Run 1, the metal 3 layer:
The bar under the picture is 50 microns long.
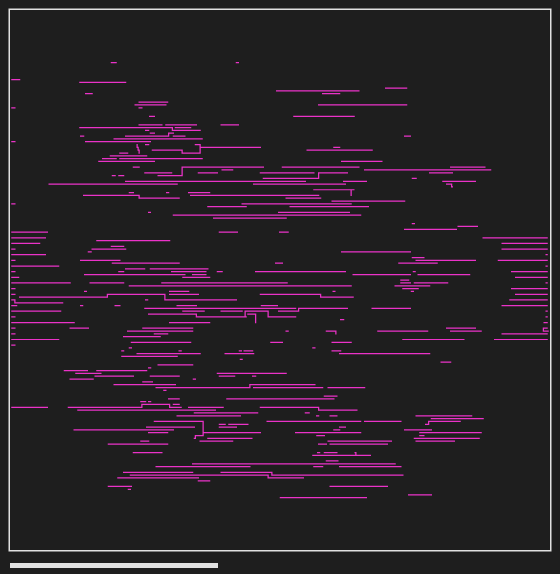
Run 1, the clock network:
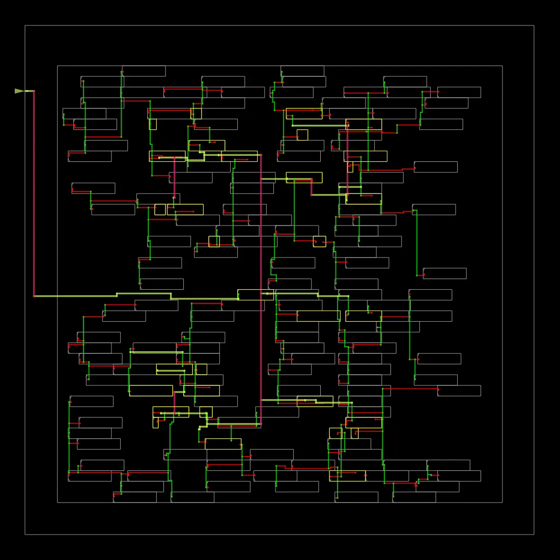
Run 1, the metal 1 layer:
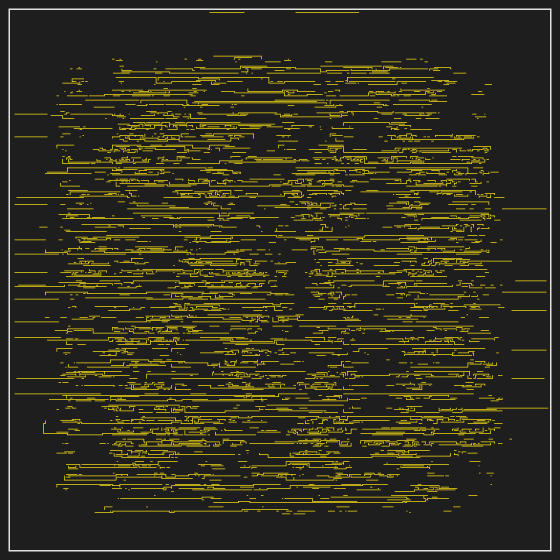
Design register, sky130hd; sources not shown.
==> metrics.log, run 1 <==
[metrics] run summary
INFO  metric groute.usage.overall = between 20 and 30%
INFO  metric layout_top_cells_excl_fill_tap = 425 x nand2_1, 152 x inv_1, 131 x nor2_1, 128 x nand3_1, 128 x edfxtp_1
INFO  metric antenna_cells_inserted = 0
INFO  metric layout.nets = 1119
INFO  metric p_leak = about 4.5 nW
INFO  metric relSlewSlack = 66.8%
INFO  metric yosys_warnings = 0
INFO  metric finalCoreUtilization = 71.1%
INFO  metric placeableCoreArea = between 10000 and 15000 sq um
INFO  metric largest_register_ffs = 128
INFO  metric cp.required = 2.48 ns
INFO  metric floorplan.nets = 1060
INFO  metric clkCellAreaFrac = under 10%
INFO  metric post_cts_buffers = 0
INFO  metric antenna_found_initial = 0
INFO  metric pin_count = 60
INFO  metric ys_area = 7530 sq um
INFO  metric power_density = about 540 nW/um^2
INFO  metric worstSetupPathType = input pin to output pin
INFO  metric flop_and_latch_count_out_of_synthesis = 128
INFO  metric grt_start_max_net_pins = 65
INFO  metric gp_routability_congestion = 0.872
INFO  metric number_of_logged_tool_warnings = 26
INFO  metric max_clock_freq = 0.337 GHz
INFO  metric synth.avg_cell_area = approximately 7.3 sq um
INFO  metric gr-total-overflow = 0
INFO  metric tightestPinTransition = 0.497 ns
INFO  metric drtPass1Iterations = 7
INFO  metric total_power = 4.82 mW
INFO  metric grt_pass1_vias = 6507
INFO  metric routed_wire_length_per_instance = 17.4 microns
INFO  metric postSynthCellCount = 1032
INFO  metric first_iter_violations = approximately 1000
INFO  metric die_area = 16900 sq um
INFO  metric synth_cell_type_count = 13
INFO  metric total_switching_power = 1.27 mW
INFO  metric status = completed
INFO  metric ctsRootBufferMaster = clkbuf_16
INFO  metric cell_internal_pwr = roughly 3.6 mW
INFO  metric dominant-cell-class = sequential cells
INFO  metric number_of_violations_of_the_max_capacitance_limit = 0
INFO  metric layout.nonclk_buf_share = 10.6%
INFO  metric finalCritPeriodShare = 95.7%
INFO  metric fin_tns_setup = 0 ns
INFO  metric max-vdd-ir-drop = 0.333 mV
INFO  metric nonClockInverterCount = between 150 and 200
INFO  metric die-height = 130 microns
INFO  metric tritoncts_clock_tree = done
INFO  metric critical_path.endpoint_type = output pin
INFO  metric drt.antenna.violating_nets = 0
INFO  metric synthToLayoutAreaGrowth = 19.6%
INFO  metric number_of_design_rule_violations_left_after_detail_routing = 0
INFO  metric critPathLaunchType = input pin
INFO  metric syn_std_cell_area = 7530 sq um
INFO  metric synth_stat.cells = 1032
INFO  metric most_frequent_logic_cell_in_the_layout = nand2_1
INFO  metric synth.yosys.seq_area_share = 51.0%
INFO  metric clk_pin_slew = 0.05 ns
INFO  metric dp_hpwl = 13400 microns
INFO  metric tap_cells = 172
INFO  metric nNonClkBuffers = 94
INFO  metric layout-drive-gt1-share = 7.34%
INFO  metric clock_power_share = 41.8%
INFO  metric power.share.combinational = 15.9%
INFO  metric port-buffer-count = 59
INFO  metric regArea = around 3800 sq um
INFO  metric logic_area = 2810 sq um
INFO  metric vias_per_cell = 5.49
INFO  metric timing_max_transition_violations_final = 0
## Picture notes: 'the metal 3 layer'
The longest straight run is 53.4 microns. The layer holds 12% of the routed length. 143 nets have wire on it. The layer carries 2680 microns of wire.
via count: 7010
DRT Wirelength: 22200 microns
met3 Resource Use GR: 5.10%

## Picture notes: 'the clock network'
number of sinks handled by clock tree synthesis: 128
Seq cells: 128
number of buffers inserted during clock tree synthesis: 17
clkbuf count: 18
power in the clock group: 2.02 mW

## Picture notes: 'the metal 1 layer'
1042 nets have wire on it. The layer holds 38% of the routed length. The wires run mostly horizontal. The layer carries 8440 microns of wire.
met1 usage: 35.2%

[run 1: layer usage]
layer	global-route usage, %	wire (microns)	up-vias
met2	43.3	10200	500
met5	0	0	-
met1	35.2	8440	3140
li1	-	-	3285
met4	13.1	863	0
met3	5.10	2680	85
[run 1: synth_stat cells, drive strengths merged]
cell type / count / area, sq um
nor2: 133 / 514
nand3: 128 / 641
clkbuf: 18 / 67.6
edfxtp: 128 / 3840
nand2: 434 / 1660
buf: 36 / 228
inv: 155 / 582
[run 1: power groups by stage]
stage / registers [mW] / logic (mW) / clock network, mW
3_5_place_dp: 2.07 / 0.753 / 0
2_1_floorplan: 2.07 / 0.438 / 0
5_1_grt: 2.05 / 0.840 / 2.10
4_1_cts: 2.04 / 0.761 / 2.01
6_report: 2.04 / 0.768 / 2.02
3_3_place_gp: 2.07 / 0.745 / 0
[run 1: stage by stage]
step / hold WS, ns / area [sq um] / cells / worst slack, ns
CTS: 0.996 / 9000 / 1276 / 0.135
finish: 0.998 / 9000 / 1276 / 0.133
floorplan: 0.908 / 7530 / 1032 / 1.13
detailed placement: 1.42 / 8410 / 1244 / 0.143
global placement: 1.42 / 8410 / 1244 / 0.157
global route: 1.02 / 9000 / 1276 / 0.0576
[run 1: logic make-up after synthesis]
| family | Yosys count | synth area share [%] |
|---|---|---|
| simple gates | 695 | 37.3 |
| buf+inv | 209 | 11.6 |
| flops | 128 | 51.0 |
[run 1: critical path: stages]
cell             delay, ns
clkdlybuf4s50_1       0.46
inv_1                 0.12
buf_12                0.22
nand3_1               0.12
nand2_1               0.07
nand2_1               0.05
nand2_1               0.11
clkdlybuf4s50_1       0.58
==> run 2: changes to the inputs <==
CORE_UTILIZATION = 55   (was 58)
PLACE_DENSITY = 0.74   (was 0.77)
==> run 2 against run 1 <==
  * Sequential share of layout area fell by 0.31 points
  * Sequential cell count did not move
  * Clock-buffer cell count did not move
  * Cell count rose by 0.78%
  * Non-clock buffer count rose by 6
  * Clock power barely moved
  * Worst setup slack got worse by 0.073 ns
  * Core utilization fell by 2.8 points
  * Highest routed layer unchanged
==> metrics.log, run 2 <==
[metrics] run summary
INFO  metric gp_routability_congestion = 0.843 (was 0.872)
INFO  metric vias_per_cell = 5.43 (was 5.49)
INFO  metric synth.yosys.seq_area_share = 51.0% (unchanged)
INFO  metric number_of_design_rule_violations_left_after_detail_routing = 0 (unchanged)
INFO  metric synth.cellmix.compoundShare = 0% (unchanged)
INFO  metric p_leak = 4.52 nW (was 4.47 nW)
INFO  metric flop_cell = edfxtp_1 (unchanged)
INFO  metric synth_adder_area_share = 0% (unchanged)
INFO  metric clk_pin_slew = 0.06 ns (was 0.05 ns)
INFO  metric ys_area = 7530 sq um (unchanged)
INFO  metric first_iter_violations = 721 (was 1028)
INFO  metric pin_count = 60 (unchanged)
INFO  metric tightestPinTransition = 0.433 ns (was 0.497 ns)
INFO  metric groute.usage.overall = 25.3% (was 27.2%)
INFO  metric ctsRootBufferMaster = clkbuf_16 (unchanged)
INFO  metric flop_and_latch_count_out_of_synthesis = 128 (unchanged)
INFO  metric most_used_standard_cells_in_the_synthesized_netlist = 425 x nand2_1, 152 x inv_1, 131 x nor2_1 (unchanged)
INFO  metric parity_gate_share_of_the_synthesized_area_counting_xor_and_xnor_cells = 0% (unchanged)
INFO  metric finalHoldWorstSlack = 0.975 ns (was 0.998 ns)
INFO  metric synth_stat.cells = 1032 (unchanged)
INFO  metric post_synth_main_area_contributors = edfxtp_1 51%, nand2_1 21%, nand3_1 8.5% (unchanged)
INFO  metric drt.antenna.violating_nets = 0 (unchanged)
INFO  metric synth_cell_type_count = 13 (unchanged)
INFO  metric yosysMostFrequentCell = nand2_1 (unchanged)
INFO  metric timing.critical_path.slowest_stage_cell = clkdlybuf4s50_1 (unchanged)
INFO  metric top_cell_area_share = 51.0% (unchanged)
INFO  metric max-vdd-ir-drop = 0.408 mV (was 0.333 mV)
INFO  metric syn_std_cell_area = 7530 sq um (unchanged)
INFO  metric die_area = 17700 sq um (was 16900 sq um)
INFO  metric grt_pass1_vias = 6611 (was 6507)
INFO  metric top_cell_type_by_total_area_after_synthesis = edfxtp_1 (unchanged)
INFO  metric synthToLayoutAreaGrowth = 20.4% (was 19.6%)
INFO  metric cp.required = 2.48 ns (about the same)
INFO  metric layout_top_cells_excl_fill_tap = 425 x nand2_1, 152 x inv_1, 131 x nor2_1, 128 x nand3_1, 128 x edfxtp_1 (unchanged)
INFO  metric max_clock_freq = 0.329 GHz (was 0.337 GHz)
INFO  metric floorplan.nets = 1060 (unchanged)
INFO  metric number_of_logged_tool_warnings = 26 (unchanged)
INFO  metric gr-total-overflow = 0 (unchanged)
INFO  metric dp_hpwl = 13800 microns (was 13400 microns)
INFO  metric synthSimpleGateAreaFrac = 37.3% (unchanged)
INFO  metric finalCritPeriodShare = 98.1% (was 95.7%)
INFO  metric die-height = 133 microns (was 130 microns)
INFO  metric timing_max_transition_violations_final = 0 (unchanged)
INFO  metric layout.nets = 1125 (was 1119)
INFO  metric cts.sink_count = 128 (unchanged)
INFO  metric postPlaceCellArea = 8470 sq um (was 8410 sq um)
INFO  metric post_cts_buffers = 0 (unchanged)
INFO  metric postSynth.asyncResetShare = 0% (unchanged)
INFO  metric power_density = 535 nW/um^2 (about the same)
INFO  metric worstSetupPathType = input pin to output pin (unchanged)
INFO  metric enable_flop_cells = 128 (unchanged)
INFO  metric critical_path.endpoint_type = output pin (unchanged)
INFO  metric largest_register_ffs = 128 (unchanged)
INFO  metric cts-buffers-inserted = 17 (unchanged)
INFO  metric postSynthCellCount = 1032 (unchanged)
INFO  metric antenna_cells_inserted = 0 (unchanged)
INFO  metric cp_common_cell = nand2_1 (unchanged)
INFO  metric critPathLaunchType = input pin (unchanged)
INFO  metric number_of_violations_of_the_max_capacitance_limit = 0 (unchanged)
INFO  metric synth.avg_cell_area = 7.30 sq um (unchanged)
INFO  metric routed_wire_length_per_instance = 17.2 microns (was 17.4 microns)
INFO  metric antenna_found_initial = 0 (unchanged)
INFO  metric status = completed (unchanged)
INFO  metric fin_tns_setup = 0 ns (unchanged)
INFO  metric most_frequent_logic_cell_in_the_layout = nand2_1 (unchanged)
==> run 2: cell counts after synthesis <==
No cell type changed its count.
==> run 2: final cells by class <==
cell class	count	area, sq um
Fill cell	1120	4220
Sequential cell	128	3840
Multi-Input combinational cell	695	2810
Timing Repair Buffer	100	1010
Inverter	155	582
Clock buffer	18	429
Tap cell	176	220
Clock inverter	14	171
==> run 2: layer usage <==
layer	up-vias	track usage, %	share of wire [%]
li1	3296	-	-
met4	0	11.5	2.7
met2	394	40.8	48
met5	-	0	0
met3	62	7.04	11
met1	3226	31.0	38
==> run 2: kinds of logic after synthesis <==
| logic type | after synthesis |
|---|---|
| buf+inv | 209 |
| flops | 128 |
| simple gates | 695 |
==> run 2: critical path, delay by kind of cell <==
kind / cells / cell delay (ns)
simple gates: 4 / 0.32
buf+inv: 4 / 1.48
==> run 2: stage by stage <==
stage / util (%) / setup slack (ns) / std cells
final: 68.2 / 0.0602 / 1286
after global routing: 68.2 / 0.00315 / 1286
after CTS: 68.2 / 0.0783 / 1286
after detailed placement: 63.7 / 0.107 / 1254
after global placement: 63.7 / 0.113 / 1254
after floorplan: - / 1.13 / 1032
==> run 2: where the power goes <==
group	internal, mW	leakage, nW	switching [mW]
Combinational	0.292	3.00	0.484
Clock	1.32	0.293	0.714
Sequential	2.01	1.23	0.0278
Run 2, cells coloured by class:
Fill, decap, tap and diode cells in grey.
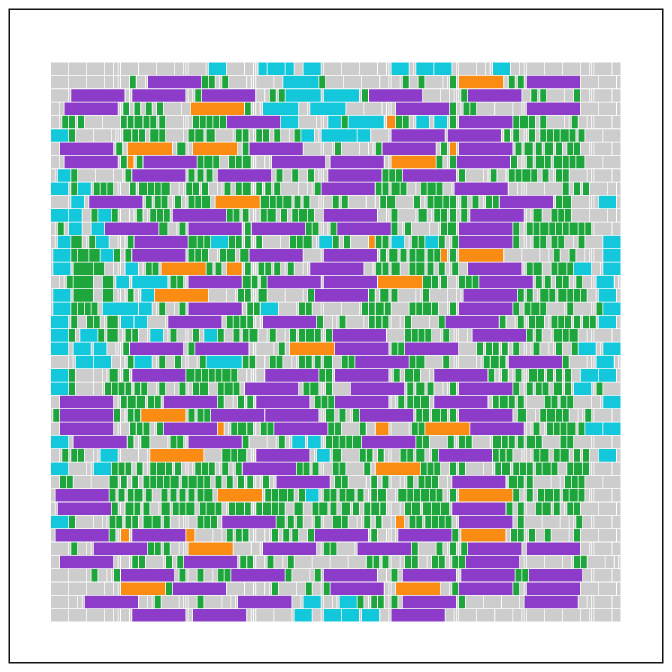
Key: registers = purple [cells 128]; remaining buffers and delay cells = cyan [cells 100]; remaining logic cells = green [cells 850]; clock drivers and dummy loads = orange [cells 32]
post-route cell area: 9070 sq um
sequential share of cell area: 42.4%

Run 2, the metal 1 layer:
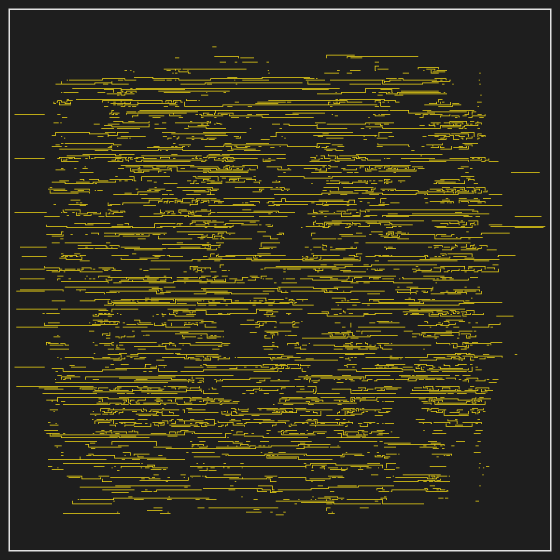
The wires run mostly horizontal. The longest straight run is 61.2 microns. 1036 nets have wire on it. The layer carries 8440 microns of wire.
met1 usage: 31.0%
via count: 6978
DRT Wirelength: 22200 microns

Power is estimated from default activity; no workload was simulated.
